==> images/congestion_map.png <==
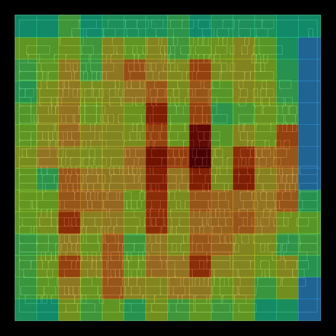
==> images/pinout.png <==
Pins as bars across the die edge, other pins in gray.
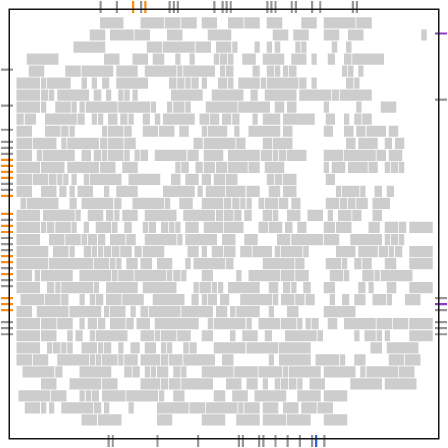
`src/rtl/mul_pkg.sv`:
```
// ----------------------------------------------------------------------------
// mul_pkg
// Shared definitions for the multi-cycle arithmetic units (mul/div/mod).
//   MUL_WIDTH : default operand width of the shift-and-add multiplier.
//   state_e   : sequencing states; FIX is only reachable when the build
//               defines SHIFT_ADD_MUL_SIGNED_EN.
//   flags_t   : Z/N/C/V result flags, same layout as the div/mod units.
// ----------------------------------------------------------------------------
package mul_pkg;

    localparam int MUL_WIDTH = 16;

    typedef enum logic [1:0] {
        IDLE = 2'd0,
        RUN  = 2'd1,
        FIX  = 2'd2
    } state_e;

    typedef struct packed {
        logic z;
        logic n;
        logic c;
        logic v;
    } flags_t;

endpackage

```
`src/rtl/shift_add_dp.sv`:
```
// ----------------------------------------------------------------------------
// shift_add_dp
// Datapath of the shift-and-add multiplier: multiplicand, accumulator and
// multiplier/low-product shift register, plus the add-then-shift step.
//
// Ports:
//   clk, rst       : clock (rising edge), synchronous active-high reset
//   load           : capture mcand_in/mplier_in, clear the accumulator
//   step           : perform one add/shift iteration
//   mcand_in       : multiplicand to load
//   mplier_in      : multiplier to load
//   acc_nx         : accumulator value after this edge (next-state view)
//   mplier_nx      : multiplier/low-product value after this edge
//
// The "next" values are exported so the controller can register the final
// product on the same edge as the last iteration. When neither load nor step
// is active they equal the current register contents.
// ----------------------------------------------------------------------------
module shift_add_dp #(
    parameter int WIDTH = 16
) (
    input  logic             clk,
    input  logic             rst,
    input  logic             load,
    input  logic             step,
    input  logic [WIDTH-1:0] mcand_in,
    input  logic [WIDTH-1:0] mplier_in,
    output logic [WIDTH-1:0] acc_nx,
    output logic [WIDTH-1:0] mplier_nx
);

    logic [WIDTH-1:0] acc_q,    acc_d;
    logic [WIDTH-1:0] mplier_q, mplier_d;
    logic [WIDTH-1:0] mcand_q,  mcand_d;
    logic [WIDTH:0]   sum;

    always_comb begin
        acc_d    = acc_q;
        mplier_d = mplier_q;
        mcand_d  = mcand_q;
        // One extra bit keeps the carry of acc + mcand; it shifts into acc.
        sum      = {1'b0, acc_q} + (mplier_q[0] ? {1'b0, mcand_q} : '0);
        if (load) begin
            mcand_d  = mcand_in;
            mplier_d = mplier_in;
            acc_d    = '0;
        end else if (step) begin
            // {acc, mplier} <= {sum, mplier} >> 1
            acc_d    = sum[WIDTH:1];
            mplier_d = {sum[0], mplier_q[WIDTH-1:1]};
        end
    end

    always_ff @(posedge clk) begin
        if (rst) begin
            acc_q    <= '0;
            mplier_q <= '0;
            mcand_q  <= '0;
        end else begin
            acc_q    <= acc_d;
            mplier_q <= mplier_d;
            mcand_q  <= mcand_d;
        end
    end

    assign acc_nx    = acc_d;
    assign mplier_nx = mplier_d;

endmodule

```
`src/rtl/shift_add_mul.sv`:
```
// ----------------------------------------------------------------------------
// shift_add_mul
// Multi-cycle WIDTH x WIDTH shift-and-add multiplier, one iteration per clock,
// full 2*WIDTH product and Z/N/C/V flags registered at completion.
//
// Build option: SHIFT_ADD_MUL_SIGNED_EN
//   undefined : unsigned operands, WIDTH-cycle latency, V = C.
//   defined   : two's-complement operands; magnitudes are multiplied and a
//               FIX state negates the product when the signs differ
//               (latency WIDTH+1), C = 0, V = signed overflow of WIDTH bits.
//
// Ports:
//   clk, rst   : clock (rising edge), synchronous active-high reset
//   start      : one-cycle request, sampled only in IDLE
//   a, b       : multiplicand, multiplier (only sampled on the accept edge)
//   result     : low half of the last completed product
//   result_hi  : high half of the last completed product
//   busy       : high from the cycle after accept until completion
//   done_mul   : one-cycle completion pulse
//   Z, N, C, V : flags of the last completed product
//   dbg_state  : current controller state
//
// Handshake: start is a request pulse, accepted on any edge where the state is
// IDLE (including the cycle done_mul is high); requests while busy are
// dropped, not queued. done_mul marks the single cycle in which result,
// result_hi and the flags first show the new product; those outputs then hold
// until the next completion or reset. Reset aborts an operation silently.
// ----------------------------------------------------------------------------
module shift_add_mul
    import mul_pkg::*;
#(
    parameter int WIDTH = MUL_WIDTH
) (
    input  logic             clk,
    input  logic             rst,
    input  logic             start,
    input  logic [WIDTH-1:0] a,
    input  logic [WIDTH-1:0] b,
    output logic [WIDTH-1:0] result,
    output logic [WIDTH-1:0] result_hi,
    output logic             busy,
    output logic             done_mul,
    output logic             Z,
    output logic             N,
    output logic             C,
    output logic             V,
    output state_e           dbg_state
);

    localparam int CNT_W = $clog2(WIDTH + 1);

    state_e             state_q,     state_d;
    logic [CNT_W-1:0]   cnt_q,       cnt_d;
    logic               busy_q,      busy_d;
    logic               done_q,      done_d;
    logic [WIDTH-1:0]   result_q,    result_d;
    logic [WIDTH-1:0]   result_hi_q, result_hi_d;
    flags_t             flags_q,     flags_d;
`ifdef SHIFT_ADD_MUL_SIGNED_EN
    logic               neg_q,       neg_d;
`endif

    logic               dp_load;
    logic               dp_step;
    logic [WIDTH-1:0]   op_a;
    logic [WIDTH-1:0]   op_b;
    logic [WIDTH-1:0]   acc_nx;
    logic [WIDTH-1:0]   mplier_nx;
    logic [2*WIDTH-1:0] fin;
    flags_t             fin_flags;
    logic               finish;

    shift_add_dp #(.WIDTH(WIDTH)) u_dp (
        .clk       (clk),
        .rst       (rst),
        .load      (dp_load),
        .step      (dp_step),
        .mcand_in  (op_a),
        .mplier_in (op_b),
        .acc_nx    (acc_nx),
        .mplier_nx (mplier_nx)
    );

    // Operands handed to the datapath. In signed mode these are magnitudes;
    // -0x8000 wraps to 0x8000, which is the correct unsigned magnitude.
    always_comb begin
`ifdef SHIFT_ADD_MUL_SIGNED_EN
        op_a = a[WIDTH-1] ? -a : a;
        op_b = b[WIDTH-1] ? -b : b;
`else
        op_a = a;
        op_b = b;
`endif
    end

    // Final product and its flags, valid in the cycle finish is asserted.
    always_comb begin
        fin = {acc_nx, mplier_nx};
`ifdef SHIFT_ADD_MUL_SIGNED_EN
        if (neg_q) begin
            fin = -fin;
        end
        fin_flags.c = 1'b0;
        fin_flags.v = (fin[2*WIDTH-1:WIDTH] != {WIDTH{fin[WIDTH-1]}});
`else
        fin_flags.c = (fin[2*WIDTH-1:WIDTH] != '0);
        fin_flags.v = fin_flags.c;
`endif
        fin_flags.z = (fin[WIDTH-1:0] == '0);
        fin_flags.n = fin[WIDTH-1];
    end

    always_comb begin
        state_d     = state_q;
        cnt_d       = cnt_q;
        busy_d      = busy_q;
        done_d      = 1'b0;
        result_d    = result_q;
        result_hi_d = result_hi_q;
        flags_d     = flags_q;
        dp_load     = 1'b0;
        dp_step     = 1'b0;
        finish      = 1'b0;
`ifdef SHIFT_ADD_MUL_SIGNED_EN
        neg_d       = neg_q;
`endif
        case (state_q)
            IDLE: begin
                if (start) begin
                    dp_load = 1'b1;
                    cnt_d   = CNT_W'(WIDTH);
                    busy_d  = 1'b1;
                    state_d = RUN;
`ifdef SHIFT_ADD_MUL_SIGNED_EN
                    neg_d   = a[WIDTH-1] ^ b[WIDTH-1];
`endif
                end
            end
            RUN: begin
                dp_step = 1'b1;
                cnt_d   = cnt_q - CNT_W'(1);
                if (cnt_q == CNT_W'(1)) begin
`ifdef SHIFT_ADD_MUL_SIGNED_EN
                    state_d = FIX;
`else
                    finish  = 1'b1;
                    state_d = IDLE;
`endif
                end
            end
            FIX: begin
`ifdef SHIFT_ADD_MUL_SIGNED_EN
                // Datapath holds here, so acc_nx/mplier_nx are the magnitude.
                finish  = 1'b1;
`endif
                state_d = IDLE;
            end
            default: begin
                state_d = IDLE;
            end
        endcase

        if (finish) begin
            result_d    = fin[WIDTH-1:0];
            result_hi_d = fin[2*WIDTH-1:WIDTH];
            flags_d     = fin_flags;
            done_d      = 1'b1;
            busy_d      = 1'b0;
        end
    end

    always_ff @(posedge clk) begin
        if (rst) begin
            state_q     <= IDLE;
            cnt_q       <= '0;
            busy_q      <= 1'b0;
            done_q      <= 1'b0;
            result_q    <= '0;
            result_hi_q <= '0;
            flags_q     <= '0;
`ifdef SHIFT_ADD_MUL_SIGNED_EN
            neg_q       <= 1'b0;
`endif
        end else begin
            state_q     <= state_d;
            cnt_q       <= cnt_d;
            busy_q      <= busy_d;
            done_q      <= done_d;
            result_q    <= result_d;
            result_hi_q <= result_hi_d;
            flags_q     <= flags_d;
`ifdef SHIFT_ADD_MUL_SIGNED_EN
            neg_q       <= neg_d;
`endif
        end
    end

    assign result    = result_q;
    assign result_hi = result_hi_q;
    assign busy      = busy_q;
    assign done_mul  = done_q;
    assign Z         = flags_q.z;
    assign N         = flags_q.n;
    assign C         = flags_q.c;
    assign V         = flags_q.v;
    assign dbg_state = state_q;

endmodule

```
`config.mk`:
```
export PLATFORM = sky130hd
export DESIGN_NAME = shift_add_mul
export DESIGN_NICKNAME = d
export VERILOG_FILES = /design/src/rtl/mul_pkg.sv /design/src/rtl/shift_add_dp.sv /design/src/rtl/shift_add_mul.sv
export SDC_FILE = /design/constraint.sdc
export NUM_CORES = 1
export LEC_CHECK = 0
export CAP_MARGIN = 40
export CORE_UTILIZATION = 48
export DETAILED_ROUTE_END_ITERATION = 8
export PLACE_DENSITY = 0.79
export SYNTH_ARGS = -nofsm -noshare
export SYNTH_HDL_FRONTEND = slang
export SYNTH_SLANG_ARGS = --single-unit
```
`constraint.sdc`:
```
create_clock -name clk -period 7.95 [get_ports clk]
set_input_delay 0.795 -clock clk [delete_from_list [all_inputs] [get_ports clk]]
set_output_delay 0.795 -clock clk [all_outputs]
set_load 0.1 [all_outputs]
```
==> results.tsv <==
stage	metric	value	unit
outcome	outcome	finished, final reports clean	
worst_setup_path	Crit Path Max Fanout	17	
yosys	Compound Share, Synth	17.0	%
drt	drt via density	5.35	
die	chip area	9370	um^2
cells_and_area	buffer share of cell area	23.7	%
clock_network	clk latency late pin	0.37	ns
final_timing	Fin. Hold Viols	0	
final_timing	RSZ-0062 raised after global routing	no	
yosys	ys flop type	dfxtp_1	
cells_and_area	Top cells excl fill/tap	106 x nor2_1, 89 x dfxtp_1, 72 x clkdlybuf4s50_1	
cells_and_area	fillcell total	690	
worst_setup_path	worst endpoint required time	8.17	ns
die	Tap Count	108	
worst_setup_path	worst setup path end	V$_SDFFE_PP0P_	
min_path	hold crit path type	register to register	
yosys	Top cell area share	41.8	%
place	Post-DP HPWL	7970	um
worst_setup_path	crit path launch type	register	
worst_setup_path	flop2flop setup slack	4.80	ns
yosys	Post-synth regs	90	
die	FP Rows	34	
final_timing	hold slack	0.451	ns
worst_setup_path	Setup Crit Path Kind	register to register	
clock_network	hold-fix buffers at CTS	0	
place	worst slack, placed	4.82	ns
global_routing	layer with the highest usage	met2	
yosys	largest area contributor in the netlist	dfxtp_1	
pwr	Comb group	153	uW
clock_network	# resized after CTS	0	
final_timing	post-layout period usage	39.6	%
yosys	most common cell in the netlist	nor2_1	
yosys	# Cells Yosys	536	
pwr	power density cells	158	nW/um^2
worst_setup_path	max incr delay on CP	0.43	ns
worst_setup_path	CP Launch Point	u_dp.mplier_q[0]$_SDFF_PP0_	
About congestion_map.png:
M3 GR Usage: 3.83%
M2 GR Usage: 42.4%
met1 GRT Util: 26.8%
detailed-route wire length per cell: 14.3 um
final design utilization: 67.2%

About pinout.png:
- orange: b (pins 16; direction input; edge 14 west, 2 north)
- purple: dbg_state (pins 2; direction output; edge east)
- blue: C (pins 1; direction output; edge south)
- all pins by edge: 32 west, 21 north, 14 south, 8 east
Port Buffers: 73
Die W: 96.8 um

Power figures rest on the tool's default switching activity, not on a simulated workload.
